<file path="config.mk">
export PLATFORM = sky130hd
export DESIGN_NAME = ps2_receiver
export DESIGN_NICKNAME = d
export VERILOG_FILES = /design/src/rtl/ps2_receiver.sv
export SDC_FILE = /design/constraint.sdc
export NUM_CORES = 1
export LEC_CHECK = 0
export CAP_MARGIN = 40
export CORE_AREA = 10 10 79 81
export DETAILED_ROUTE_END_ITERATION = 7
export DIE_AREA = 0 0 89 91
export PLACE_DENSITY = 0.69
export RECOVER_POWER = 25
export SETUP_SLACK_MARGIN = 0.1
export SLEW_MARGIN = 25
export SYNTH_ARGS = -nofsm -noshare
export SYNTH_HDL_FRONTEND = slang
export SYNTH_SLANG_ARGS = --single-unit
</file>
<file path="constraint.sdc">
create_clock -name CLK_40MHZ -period 2.41 [get_ports CLK_40MHZ]
set_input_delay 0.482 -clock CLK_40MHZ [delete_from_list [all_inputs] [get_ports CLK_40MHZ]]
set_output_delay 0.482 -clock CLK_40MHZ [all_outputs]
set_load 0.03 [all_outputs]
</file>
<file path="src/rtl/ps2_receiver.sv">
// PS/2 keyboard receiver: synchronizes and deglitches PS2_CLK, then shifts in
// 11-bit frames (start, 8 data LSB-first, odd parity, stop), flagging errors.
module ps2_receiver #(
  parameter int unsigned FILTER_LEN     = 8,
  parameter int unsigned TIMEOUT_CYCLES = 8000
) (
  input  logic       CLK_40MHZ,
  input  logic       RESET,
  input  logic       PS2_CLK,
  input  logic       PS2_DATA,
  output logic [7:0] SCAN_CODE,
  output logic       SCAN_VALID,
  output logic       PARITY_ERR,
  output logic       FRAME_ERR,
  output logic       BUSY
);

  localparam int unsigned FW = (FILTER_LEN > 1) ? $clog2(FILTER_LEN) : 1;
  localparam int unsigned TW = $clog2(TIMEOUT_CYCLES + 1);
  localparam logic [FW-1:0] FILT_LAST = FW'(FILTER_LEN - 1);
  localparam logic [TW-1:0] TIME_LAST = TW'(TIMEOUT_CYCLES - 1);

  typedef enum logic [1:0] {
    IDLE   = 2'd0,
    DATA   = 2'd1,
    PARITY = 2'd2,
    STOP   = 2'd3
  } state_t;

  state_t        state, state_next;
  logic          clk_meta, clk_sync, data_meta, data_sync;
  logic          clk_filt;
  logic [FW-1:0] filt_cnt;
  logic          fall;
  logic [7:0]    shift, shift_next;
  logic [2:0]    bit_cnt, bit_cnt_next;
  logic          par, par_next;
  logic [TW-1:0] timer, timer_next;
  logic [7:0]    code_next;
  logic          valid_next, perr_next, ferr_next;

  always_ff @(posedge CLK_40MHZ or posedge RESET) begin
    if (RESET) begin
      clk_meta  <= 1'b1;
      clk_sync  <= 1'b1;
      data_meta <= 1'b1;
      data_sync <= 1'b1;
    end else begin
      clk_meta  <= PS2_CLK;
      clk_sync  <= clk_meta;
      data_meta <= PS2_DATA;
      data_sync <= data_meta;
    end
  end

  always_ff @(posedge CLK_40MHZ or posedge RESET) begin
    if (RESET) begin
      clk_filt <= 1'b1;
      filt_cnt <= '0;
    end else if (clk_sync != clk_filt) begin
      if (filt_cnt == FILT_LAST) begin
        clk_filt <= clk_sync;
        filt_cnt <= '0;
      end else begin
        filt_cnt <= filt_cnt + FW'(1);
      end
    end else begin
      filt_cnt <= '0;
    end
  end

  // Edge is taken in the same cycle the filtered clock commits to 0, so the
  // frame logic sees it 2+FILTER_LEN cycles after the pin.
  assign fall = clk_filt && !clk_sync && (filt_cnt == FILT_LAST);

  always_comb begin
    state_next   = state;
    shift_next   = shift;
    bit_cnt_next = bit_cnt;
    par_next     = par;
    timer_next   = '0;
    code_next    = SCAN_CODE;
    valid_next   = 1'b0;
    perr_next    = 1'b0;
    ferr_next    = 1'b0;

    if (state != IDLE) begin
      timer_next = timer + TW'(1);
    end

    if (fall) begin
      timer_next = '0;
      case (state)
        IDLE: begin
          if (!data_sync) begin
            state_next   = DATA;
            bit_cnt_next = '0;
          end
        end
        DATA: begin
          shift_next = {data_sync, shift[7:1]};
          if (bit_cnt == 3'd7) begin
            state_next = PARITY;
          end else begin
            bit_cnt_next = bit_cnt + 3'd1;
          end
        end
        PARITY: begin
          par_next   = data_sync;
          state_next = STOP;
        end
        STOP: begin
          state_next = IDLE;
          if (!data_sync) begin
            ferr_next = 1'b1;
          end else if (!(^{shift, par})) begin
            perr_next = 1'b1;
          end else begin
            code_next  = shift;
            valid_next = 1'b1;
          end
        end
        default: state_next = IDLE;
      endcase
    end else if (state != IDLE && timer == TIME_LAST) begin
      state_next = IDLE;
      ferr_next  = 1'b1;
      timer_next = '0;
    end
  end

  always_ff @(posedge CLK_40MHZ or posedge RESET) begin
    if (RESET) begin
      state      <= IDLE;
      shift      <= '0;
      bit_cnt    <= '0;
      par        <= 1'b0;
      timer      <= '0;
      SCAN_CODE  <= '0;
      SCAN_VALID <= 1'b0;
      PARITY_ERR <= 1'b0;
      FRAME_ERR  <= 1'b0;
    end else begin
      state      <= state_next;
      shift      <= shift_next;
      bit_cnt    <= bit_cnt_next;
      par        <= par_next;
      timer      <= timer_next;
      SCAN_CODE  <= code_next;
      SCAN_VALID <= valid_next;
      PARITY_ERR <= perr_next;
      FRAME_ERR  <= ferr_next;
    end
  end

  assign BUSY = (state != IDLE);

endmodule

</file>
Figure 1. Pin placement.
Drawn at 4 px/um. Pins as bars across the die edge, other pins in grey.
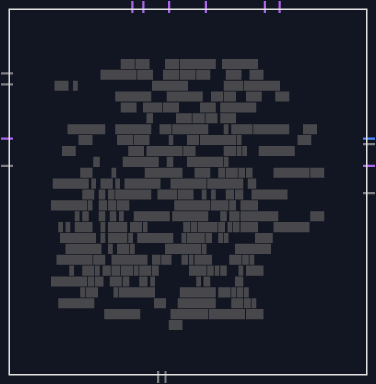
- SCAN_VALID: blue (pins 1; direction output; edge east)
- SCAN_CODE: purple (pins 8; direction output; edge 6 north, 1 west, 1 east)

Figure 2. Wiring by layer.
Drawn at 3 px/um. Only two layers are drawn.
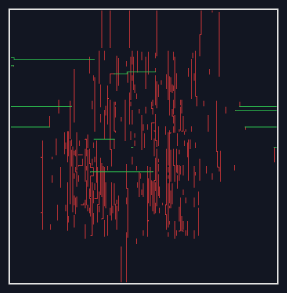
- M2: red (wire length 1,610 um)
- M3: green (wire length 141 um)

==> qor.log <==
INFO  placed_design  placedInstanceArea=2280squm
INFO  routing        detail_route.wl_per_cell=13.3um
INFO  synth          area_of_the_mapped_netlist=2050squm
INFO  placed_design  numPortBuffers=15
INFO  hold_path      hold_class=flip-flop to flip-flop
INFO  die            tapcell.inserted=54
INFO  power          p_seq_frac=0.601
INFO  critical_path  cp-startpoint=state[0]
INFO  cts            worst_setup_hold_path_clk_slew=80ps
INFO  synth          synth_xor_xnor_area_share=0.0812
INFO  timing         finalCritPeriodShare=0.843
INFO  hold_path      whs_endpoint=clk_sync
INFO  power          p_seq=0.809mW
INFO  critical_path  crit-reg2reg-launch=state[0]
INFO  timing         maxSlewHeadroom=0.500
INFO  critical_path  critical-path-top-delay-family=buffers and inverters
INFO  cts            cts.repair_timing.setup_buffer_count=0
INFO  critical_path  worst-setup-path-type=flip-flop to output pin
INFO  synth          number_of_nets_in_the_synthesized_netlist=191
INFO  timing         timing.fmax=492MHz
INFO  timing         hold_violations=0
INFO  placed_design  place_worst_setup_slack=429ps
INFO  routing        first_iter_violations=60
INFO  routing        vias_after_detailed_routing=1,274
INFO  synth          synth.cellmix.simpleShare=0.126
INFO  finish         comb_area=842squm
INFO  power          power=1.35mW
INFO  flow_run       warning_count=29
INFO  finish         fillerInstances=422
INFO  finish         n_clock_buffer=7
INFO  critical_path  max_stage_delay=420ps
INFO  power          total_switching_power=0.293mW
INFO  critical_path  r2r_cells=7
INFO  die            die_w=89um
INFO  global_routing global_routing_s_busiest_layer=met2
INFO  synth          post_synth_most_frequent_cells=sky130_fd_sc_hd__dfrtp_1, sky130_fd_sc_hd__nor2_1, sky130_fd_sc_hd__mux2_2
INFO  routing        top_layer_used=met4
INFO  global_routing use_met3=0.0331
INFO  synth          synth-edff-count=0
INFO  timing         finalSetupViolations=0
INFO  finish         synthToLayoutAreaGrowth=15.1%
INFO  finish         largest_contributor_to_cell_area_by_class=sequential cells
INFO  finish         area_share_nonclk_buffers=0.0653
INFO  power          power_report.internal_total=1.05mW
INFO  power          max-vdd-ir-drop=0.401mV
INFO  synth          post_synth_num_cell_types=25
INFO  finish         n_sequential_cell=46
INFO  synth          ys_top_cells_by_area=sky130_fd_sc_hd__dfrtp_1, sky130_fd_sc_hd__mux2_2, sky130_fd_sc_hd__dfstp_2, sky130_fd_sc_hd__ha_1, sky130_fd_sc_hd__xnor2_1
INFO  critical_path  timing.critical_path.required=1930ps
INFO  status         outcome=finished clean
INFO  power          power.density=571nW/um^2
INFO  global_routing grt_util_met2=0.144
INFO  routing        ant_nets=0
INFO  synth          ys_async_sr_fraction=1.00
INFO  die            fp-row-count=25
INFO  routing        routed_via_density=5.02
INFO  finish         antennaDiodeCount=0
INFO  power          p_leak=1.07nW
INFO  placed_design  post-place-cells=246
INFO  finish         sh_comb_area=0.357
INFO  power          switching_share=0.218
INFO  finish         layout.non_clock_inverters=12
INFO  finish         finish.instance_area=2360squm
INFO  global_routing grt_antenna_before_repair=0
INFO  finish         buffers_excl_clock=16
INFO  die            io-pin-count=16
INFO  routing        route.detailed.drc=0
INFO  finish         regMostFlops=timer
INFO  routing        detail_route.wirelength.met1=1.57mm
INFO  critical_path  timing.critical_path.from_type=flip-flop
INFO  cts            post_cts_hold_buffer_count=0
INFO  power          pwr_top=registers
INFO  cts            clk_root_buffer_cell=sky130_fd_sc_hd__clkbuf_8
INFO  flow_run       cap_viol_max_count=0
INFO  placed_design  gpl_congestion=0.772
INFO  cts            cts_htree_levels=2
INFO  finish         most-common-layout-cells=sky130_fd_sc_hd__dfrtp_1, sky130_fd_sc_hd__nor2_1, sky130_fd_sc_hd__mux2_2
INFO  cts            ctsResizeCount=1
INFO  cts            tritoncts=done
INFO  finish         largest_register_ffs=13
INFO  finish         postLayoutCoreUtil=0.506
INFO  synth          yosys_cells=177
INFO  critical_path  r2r_setup_slack=450ps
INFO  synth          post_synth_ao_oa_area_fraction=0.0525
INFO  finish         nets=213
INFO  critical_path  crit_chain=inv_1, ha_1, inv_1, dlygate4sd2_1
INFO  finish         layout_cells_sized_above_1=0.145
INFO  cts            cts_inserted_buffers=5
INFO  cts            cts.sinks=46
INFO  synth          postSynthAreaPerCell=11.6squm
INFO  synth          muxShareOfSynthArea=0.0898
INFO  power          power_clock=0.480mW
INFO  finish         layoutNonFillerInstCount=254
INFO  synth          synth_top_cell_by_count=sky130_fd_sc_hd__dfrtp_1
INFO  synth          syn_inst=177
INFO  finish         multiInputCombCellCount=118
INFO  critical_path  cp.depth=4
INFO  critical_path  critical_path.n_buffers_inverters=3
INFO  synth          yosysTopAreaCellShare=0.501
INFO  power          power.share.clock=0.357
INFO  critical_path  critical_path.reg2reg.endpoint=timer[9]
INFO  finish         clockNetworkAreaShare=0.0387
INFO  timing         tightestPinTransition=749ps
INFO  timing         holdWs=362ps
INFO  finish         layout.cells.most_common=sky130_fd_sc_hd__dfrtp_1
INFO  timing         finalWorstPathRequiredPeriod=2030ps
INFO  global_routing global_route_wire_length_before_repair=5.95mm
INFO  cts            cts_buffer_depth=2
INFO  hold_path      min_path_cells=0
INFO  global_routing vias_in_the_first_global_route=1,311
INFO  critical_path  crit_fanout=5
INFO  die            die_h=91um
INFO  synth          postSynthSeqShare=0.565
INFO  global_routing globalRouteTotalUtil=0.0911
INFO  timing         skew=6.86ps
INFO  finish         seq-cell-share=0.491
INFO  timing         postLayoutSetupSlackWorst=379ps
INFO  die            floorplan.core_util=0.439
INFO  synth          logic_family=simple AND/OR/NAND/NOR gates
INFO  finish         ff_latch_area=1160squm
INFO  timing         slew_violations=0
INFO  global_routing grt_max_degree=28
INFO  synth          ys.flops=46
INFO  global_routing use_met1=0.108
INFO  routing        met2WireLength=1.61mm
INFO  die            placeableCoreArea=4660squm
INFO  placed_design  dp_hpwl=2.39mm
INFO  synth          postSynth.topFlopCell=sky130_fd_sc_hd__dfrtp_1
INFO  die            die_area=8100squm
INFO  cts            clk_latency=300ps
INFO  power          share_comb_of_total_power=0.043
INFO  routing        route.met3.wl=140um
INFO  synth          synth.yosys.warnings=0
Power figures rest on the tool's default switching activity, not on a simulated workload.
